**config.mk**
```make
export PLATFORM = sky130hd
export DESIGN_NAME = stopwatch_timer_flat
export DESIGN_NICKNAME = d
export VERILOG_FILES = /design/src/rtl/stopwatch_timer_pkg.sv /design/src/rtl/stopwatch_timer_if.sv /design/src/rtl/stopwatch_timer_bcd.sv /design/src/rtl/stopwatch_timer.sv /design/src/flat_wrapper.sv
export SDC_FILE = /design/constraint.sdc
export NUM_CORES = 1
export LEC_CHECK = 0
export ABC_AREA = 1
export CAP_MARGIN = 20
export CORE_ASPECT_RATIO = 1.2
export CORE_UTILIZATION = 50
export CTS_CLUSTER_SIZE = 40
export DETAILED_ROUTE_END_ITERATION = 12
export PLACE_DENSITY_LB_ADDON = 0.12
export REMOVE_ABC_BUFFERS = 1
export SKIP_LAST_GASP = 1
export SYNTH_ARGS = -nofsm -noshare
export SYNTH_HDL_FRONTEND = slang
export SYNTH_SLANG_ARGS = --single-unit
```
**constraint.sdc**
```tcl
create_clock -name clk -period 4.4 [get_ports clk]
set_input_delay 0.88 -clock clk [delete_from_list [all_inputs] [get_ports clk]]
set_output_delay 0.88 -clock clk [all_outputs]
set_load 0.05 [all_outputs]
```
**src/rtl/stopwatch_timer_pkg.sv**
```systemverilog
// Shared types and constants for the mm:ss stopwatch timer.
package stopwatch_pkg;

  typedef enum logic [1:0] {
    IDLE = 2'd0,
    RUN  = 2'd1,
    HOLD = 2'd2
  } state_t;

  typedef logic [3:0] bcd_t;

  typedef struct packed {
    bcd_t min_tens;
    bcd_t min_ones;
    bcd_t sec_tens;
    bcd_t sec_ones;
  } digits_t;

  localparam bcd_t SEC_TENS_MAX = 4'd5;
  localparam bcd_t MIN_TENS_MAX = 4'd5;
  localparam bcd_t ONES_MAX     = 4'd9;

  // Count one tick short of saturation; the next tick lands on 59:59.
  localparam digits_t SAT_PRE = '{min_tens: 4'd5, min_ones: 4'd9,
                                  sec_tens: 4'd5, sec_ones: 4'd8};

endpackage

```
**src/rtl/stopwatch_timer_if.sv**
```systemverilog
// Control pulses in, BCD digits and status out, between solver logic and digit sprites.
interface stopwatch_timer_if;
  import stopwatch_pkg::*;

  logic start;
  logic stop;
  logic clear;
  logic lap;
  bcd_t min_tens;
  bcd_t min_ones;
  bcd_t sec_tens;
  bcd_t sec_ones;
  logic running;
  logic overflow;
  logic lap_active;

  modport master (
    output start, stop, clear, lap,
    input  min_tens, min_ones, sec_tens, sec_ones, running, overflow, lap_active
  );

  modport slave (
    input  start, stop, clear, lap,
    output min_tens, min_ones, sec_tens, sec_ones, running, overflow, lap_active
  );

endinterface

```
**src/rtl/stopwatch_timer_bcd.sv**
```systemverilog
// Single BCD digit counting 0..MAX; carry flags the wrap so digits can be chained.
module bcd_digit_counter
  import stopwatch_pkg::*;
#(
  parameter bcd_t MAX = ONES_MAX
) (
  input  logic clk,
  input  logic reset,
  input  logic clr,
  input  logic inc,
  output bcd_t q,
  output logic carry
);

  assign carry = inc && (q == MAX);

  // Digit register: clear wins over increment.
  always_ff @(posedge clk or posedge reset) begin
    if (reset) begin
      q <= 4'd0;
    end else if (clr) begin
      q <= 4'd0;
    end else if (inc) begin
      q <= (q == MAX) ? 4'd0 : q + 4'd1;
    end else begin
      q <= q;
    end
  end

endmodule

```
**src/rtl/stopwatch_timer.sv**
```systemverilog
// Solve-timer core: prescaled mm:ss BCD count driven by start/stop/clear pulses.
// Optional display freeze (lap) is built when STOPWATCH_LAP_EN is defined.
module stopwatch_timer
  import stopwatch_pkg::*;
#(
  parameter int CLK_FREQ_HZ = 25_000_000,
  parameter int TICK_HZ     = 1
) (
  input  logic              clk,
  input  logic              reset,
  stopwatch_timer_if.slave  bus
);

  localparam int DIV = CLK_FREQ_HZ / TICK_HZ;
  localparam int PW  = (DIV > 1) ? $clog2(DIV) : 1;
  localparam logic [PW-1:0] DIV_LAST = PW'(DIV - 1);

  state_t        state_r;
  logic [PW-1:0] prescaler_r;
  logic          running_r;
  logic          overflow_r;
  logic          tick_s;
  logic          c_sec_ones_s, c_sec_tens_s, c_min_ones_s, min_tens_carry_unused;
  bcd_t          sec_ones_s, sec_tens_s, min_ones_s, min_tens_s;
  digits_t       live_s;
  digits_t       disp_s;

  // A tick that coincides with stop or clear is dropped, never deferred.
  assign tick_s = (state_r == RUN) && (prescaler_r == DIV_LAST) && !bus.stop && !bus.clear;
  assign live_s = '{min_tens: min_tens_s, min_ones: min_ones_s,
                    sec_tens: sec_tens_s, sec_ones: sec_ones_s};

  bcd_digit_counter #(.MAX(ONES_MAX)) u_sec_ones (
    .clk(clk), .reset(reset), .clr(bus.clear), .inc(tick_s),
    .q(sec_ones_s), .carry(c_sec_ones_s));
  bcd_digit_counter #(.MAX(SEC_TENS_MAX)) u_sec_tens (
    .clk(clk), .reset(reset), .clr(bus.clear), .inc(c_sec_ones_s),
    .q(sec_tens_s), .carry(c_sec_tens_s));
  bcd_digit_counter #(.MAX(ONES_MAX)) u_min_ones (
    .clk(clk), .reset(reset), .clr(bus.clear), .inc(c_sec_tens_s),
    .q(min_ones_s), .carry(c_min_ones_s));
  bcd_digit_counter #(.MAX(MIN_TENS_MAX)) u_min_tens (
    .clk(clk), .reset(reset), .clr(bus.clear), .inc(c_min_ones_s),
    .q(min_tens_s), .carry(min_tens_carry_unused));

  // Control FSM with prescaler, saturation and registered status flags.
  always_ff @(posedge clk or posedge reset) begin
    if (reset) begin
      state_r     <= IDLE;
      prescaler_r <= '0;
      running_r   <= 1'b0;
      overflow_r  <= 1'b0;
    end else if (bus.clear) begin
      state_r     <= IDLE;
      prescaler_r <= '0;
      running_r   <= 1'b0;
      overflow_r  <= 1'b0;
    end else begin
      case (state_r)
        IDLE: begin
          if (bus.start && !bus.stop) begin
            state_r     <= RUN;
            running_r   <= 1'b1;
            prescaler_r <= '0;
          end
        end
        RUN: begin
          if (bus.stop) begin
            state_r   <= HOLD;
            running_r <= 1'b0;
          end else if (tick_s) begin
            prescaler_r <= '0;
            if (live_s == SAT_PRE) begin
              overflow_r <= 1'b1;
              state_r    <= HOLD;
              running_r  <= 1'b0;
            end
          end else begin
            prescaler_r <= prescaler_r + PW'(1);
          end
        end
        HOLD: begin
          // Prescaler keeps its held value so a resume continues the partial second.
          if (bus.start && !bus.stop && !overflow_r) begin
            state_r   <= RUN;
            running_r <= 1'b1;
          end
        end
        default: begin
          state_r   <= IDLE;
          running_r <= 1'b0;
        end
      endcase
    end
  end

`ifdef STOPWATCH_LAP_EN
  logic    lap_active_r;
  digits_t shadow_r;

  // Lap toggle: freeze a snapshot on entry, release to the live count on exit.
  always_ff @(posedge clk or posedge reset) begin
    if (reset) begin
      lap_active_r <= 1'b0;
      shadow_r     <= '0;
    end else if (bus.clear) begin
      lap_active_r <= 1'b0;
      shadow_r     <= shadow_r;
    end else if (bus.lap && (state_r != IDLE)) begin
      lap_active_r <= !lap_active_r;
      shadow_r     <= lap_active_r ? shadow_r : live_s;
    end else begin
      lap_active_r <= lap_active_r;
      shadow_r     <= shadow_r;
    end
  end

  assign disp_s         = lap_active_r ? shadow_r : live_s;
  assign bus.lap_active = lap_active_r;
`else
  logic lap_unused;
  assign lap_unused     = bus.lap;
  assign disp_s         = live_s;
  assign bus.lap_active = 1'b0;
`endif

  assign bus.min_tens = disp_s.min_tens;
  assign bus.min_ones = disp_s.min_ones;
  assign bus.sec_tens = disp_s.sec_tens;
  assign bus.sec_ones = disp_s.sec_ones;
  assign bus.running  = running_r;
  assign bus.overflow = overflow_r;

endmodule
```
**src/flat_wrapper.sv**
```systemverilog
// flat-port wrapper written by rule: the top's interface ports become plain ports
module stopwatch_timer_flat import stopwatch_pkg::*;
#(
  parameter int CLK_FREQ_HZ = 25_000_000,
  parameter int TICK_HZ     = 1
)
  (clk, reset, bus_start, bus_stop, bus_clear, bus_lap, bus_min_tens, bus_min_ones, bus_sec_tens, bus_sec_ones, bus_running, bus_overflow, bus_lap_active);
  stopwatch_timer_if bus_i ();
  input  logic clk;
  input  logic reset;
  input wire logic [$bits(bus_i.start)-1:0] bus_start;
  input wire logic [$bits(bus_i.stop)-1:0] bus_stop;
  input wire logic [$bits(bus_i.clear)-1:0] bus_clear;
  input wire logic [$bits(bus_i.lap)-1:0] bus_lap;
  output wire logic [$bits(bus_i.min_tens)-1:0] bus_min_tens;
  output wire logic [$bits(bus_i.min_ones)-1:0] bus_min_ones;
  output wire logic [$bits(bus_i.sec_tens)-1:0] bus_sec_tens;
  output wire logic [$bits(bus_i.sec_ones)-1:0] bus_sec_ones;
  output wire logic [$bits(bus_i.running)-1:0] bus_running;
  output wire logic [$bits(bus_i.overflow)-1:0] bus_overflow;
  output wire logic [$bits(bus_i.lap_active)-1:0] bus_lap_active;
  assign bus_i.start = bus_start;
  assign bus_i.stop = bus_stop;
  assign bus_i.clear = bus_clear;
  assign bus_i.lap = bus_lap;
  assign bus_min_tens = bus_i.min_tens;
  assign bus_min_ones = bus_i.min_ones;
  assign bus_sec_tens = bus_i.sec_tens;
  assign bus_sec_ones = bus_i.sec_ones;
  assign bus_running = bus_i.running;
  assign bus_overflow = bus_i.overflow;
  assign bus_lap_active = bus_i.lap_active;
  stopwatch_timer #(.CLK_FREQ_HZ(CLK_FREQ_HZ), .TICK_HZ(TICK_HZ)) u_core (.clk(clk), .reset(reset), .bus(bus_i));
endmodule
```
Cell classes on the final placement:
Scale bar: 20 µm. Fill, decap, tap and diode cells in grey.
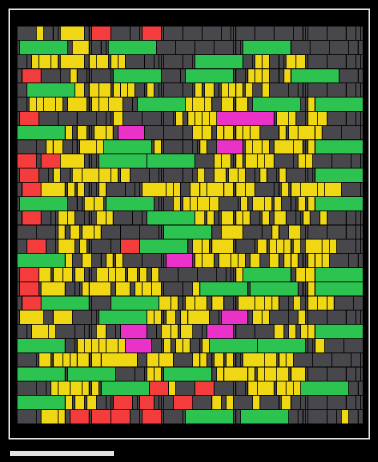
[magenta] clock drivers and dummy loads | cells: 8 | share of their area: 4.3%
[yellow] all other logic | cells: 299 | share of their area: 51%
[green] flops | cells: 44 | share of their area: 37%
[red] other buffers and delay cells | cells: 23 | share of their area: 7.7%
final cell utilization of the core: 60.4%
number of core rows: 28
core outline area: 5040 µm²

Sequential cells grouped by signal name:
Scale bar: 20 µm. Other sequential cells in the stronger grey, the rest of the logic in the fainter grey.
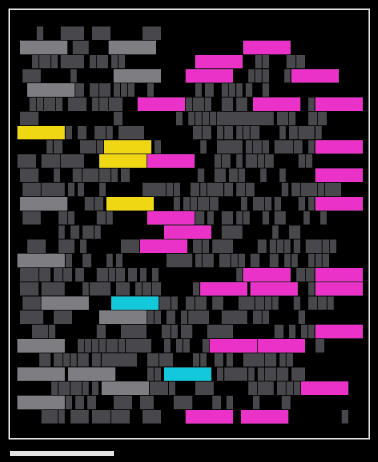
[cyan] `u_core.state_r` | flops: 2
[magenta] `u_core.prescaler_r` | flops: 25
[yellow] `u_core.u_min_ones.q` | flops: 4
not coloured: 13
sequential share of cell area: 36.1%
seq pwr: 0.000446 W

Gate families picked out:
Scale bar: 20 µm.
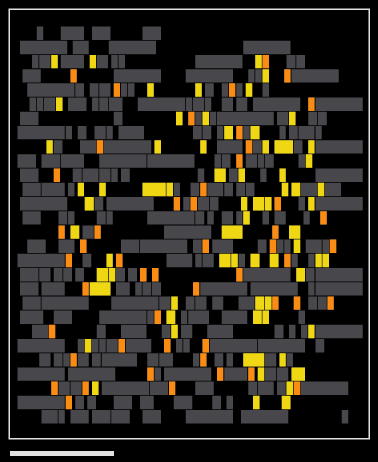
[orange] inverters | cells: 50 | where: widely spread
[yellow] NOR gates | cells: 68
fraction of area in multi-input gates: 43.6%
Post-Layout Cell Count: 434
top logic cell by instance count in the layout: sky130_fd_sc_hd__nand2_1

==> run notes <==
The full implementation flow was run.

By area, the class that comes first in the final layout consists of multi-input combinational cells. The warning total across the stage logs stands at 29. The number of clock buffer instances in the layout stands at 7.

The number of max-slew violations in the final report stands at 0. The run finished with clean final reports. The height of the die stands at roughly 82 µm.

Of all nets on the critical path, the largest fanout is 13. The data required time at the worst endpoint stands at between 4 and 5 ns. Including well taps, the total number of placed cells is between 400 and 500. For reference, the top logic cell family by area is simple AND/OR/NAND/NOR gates. The worst vdd rail ir drop stands at 0.215 mV. The register with the most flip-flops in the layout has 25 of them. Signal routing reaches up to met4. In this run the most used layer during global routing was met2.

The report lists the number of cells resized after CTS as 0. The routed design uses around 2700 µm of met2 wire. The maximum number of pins on one net before global-route repair stands at 34.

The power density of the placed cells stands at about 340 nW/µm². The combinational gate area stands at around 1300 µm². The synthesized netlist was found by Yosys to have 350 cells. The area growth from synthesis to layout stands at 14.3%.

The global routing report lists met3 layer usage as approximately 4.7%. The slowest stage of the critical path belongs to the cell sky130_fd_sc_hd__clkdlybuf4s50_1. TritonCTS built the clock tree. The netlist area before placement stands at 2670 µm². The global routing report lists met2 layer usage as 38.1%. Per the synth stats, the proportion of register bits with asynchronous set or reset is 100%.

The finished cells cover between 3000 and 4000 µm². The largest single stage delay on the critical path is 0.74 ns. Total power for the finished layout comes to roughly 0.0010 W. The DRC violation count after routing stands at 0. The total length of routed met3 wires stands at between 150 and 200 µm. The post-synthesis xor/xnor area fraction stands at under 10%. The initial antenna violation count stands at 0. The fraction of post-synthesis cell area in the top cell type by area stands at between 40% and 50%.

Counting stages on the worst path, the most repeated cell is sky130_fd_sc_hd__inv_2. The count of vias placed by the detailed router stands at around 2,300. The sequential cell area in the final layout stands at 1100 µm². By instance count, the leading cell after synthesis is sky130_fd_sc_hd__nand2_1. The commonest cells after synthesis are 66 x sky130_fd_sc_hd__nand2_1, 48 x sky130_fd_sc_hd__inv_1, 45 x sky130_fd_sc_hd__nor2_1.

Yosys reported a register bit count of approximately 44. After layout, the worst path uses 65.4% of the clock period. The repair_antennas step left the layout with diodes totalling 0. According to the timing report, the arrival time at the worst endpoint equals just over 3 ns. The synthesized design contains 0 enable-type register cells.

CTS placed an instance of sky130_fd_sc_hd__clkbuf_8 at the clock tree root. The placement summary gives the final routability congestion estimate as between 0.8 and 0.9.
Placed standard cells:
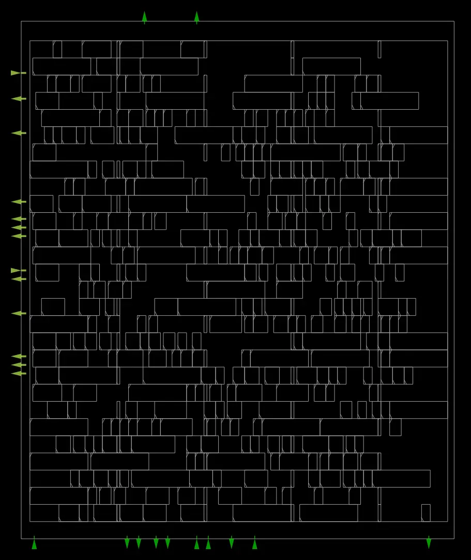
total of fill cells in the finished design: 460
tapcells inserted: 60

Metal layers overlaid:
Scale bar: 20 µm.
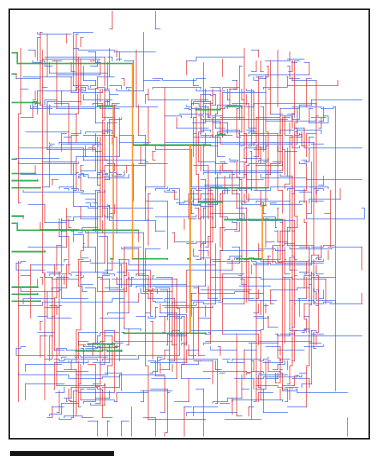
[green] met3 | wire length: 192 µm
[red] met2 | wire length: 2,740 µm
[blue] met1 | wire length: 2,530 µm
[orange] met4 | wire length: 113 µm
mean routed wirelength per cell: 12.8 µm
GR Util All Layers: 22.4%

## worst paths after layout
check	slack [ns]	cells past startpoint	to	startpoint
min in group asynchronous	0.83	2	u_core.u_sec_ones.q[3]	reset
max in group asynchronous	2.85	3	u_core.prescaler_r[20]	reset
setup / recovery	1.52	8	u_core.prescaler_r[19]	bus_clear
hold / removal	0.51	2	u_core.u_min_tens.q[3]	u_core.u_min_tens.q[3]
setup reg to reg	2.55	10	u_core.u_min_tens.q[1]	u_core.prescaler_r[0]
hold reg to reg	0.51	2	u_core.u_min_tens.q[3]	u_core.u_min_tens.q[3]
## report_power, final
group | total [W] | internal (W) | switching (W)
combinational | 0.000259 | 0.0000673 | 0.000192
sequential | 0.000446 | 0.000424 | 0.0000220
clock | 0.000337 | 0.000200 | 0.000137
total | 0.00104 | 0.000691 | 0.000350
No activity file was given, so power comes from the tool's default toggle rates.
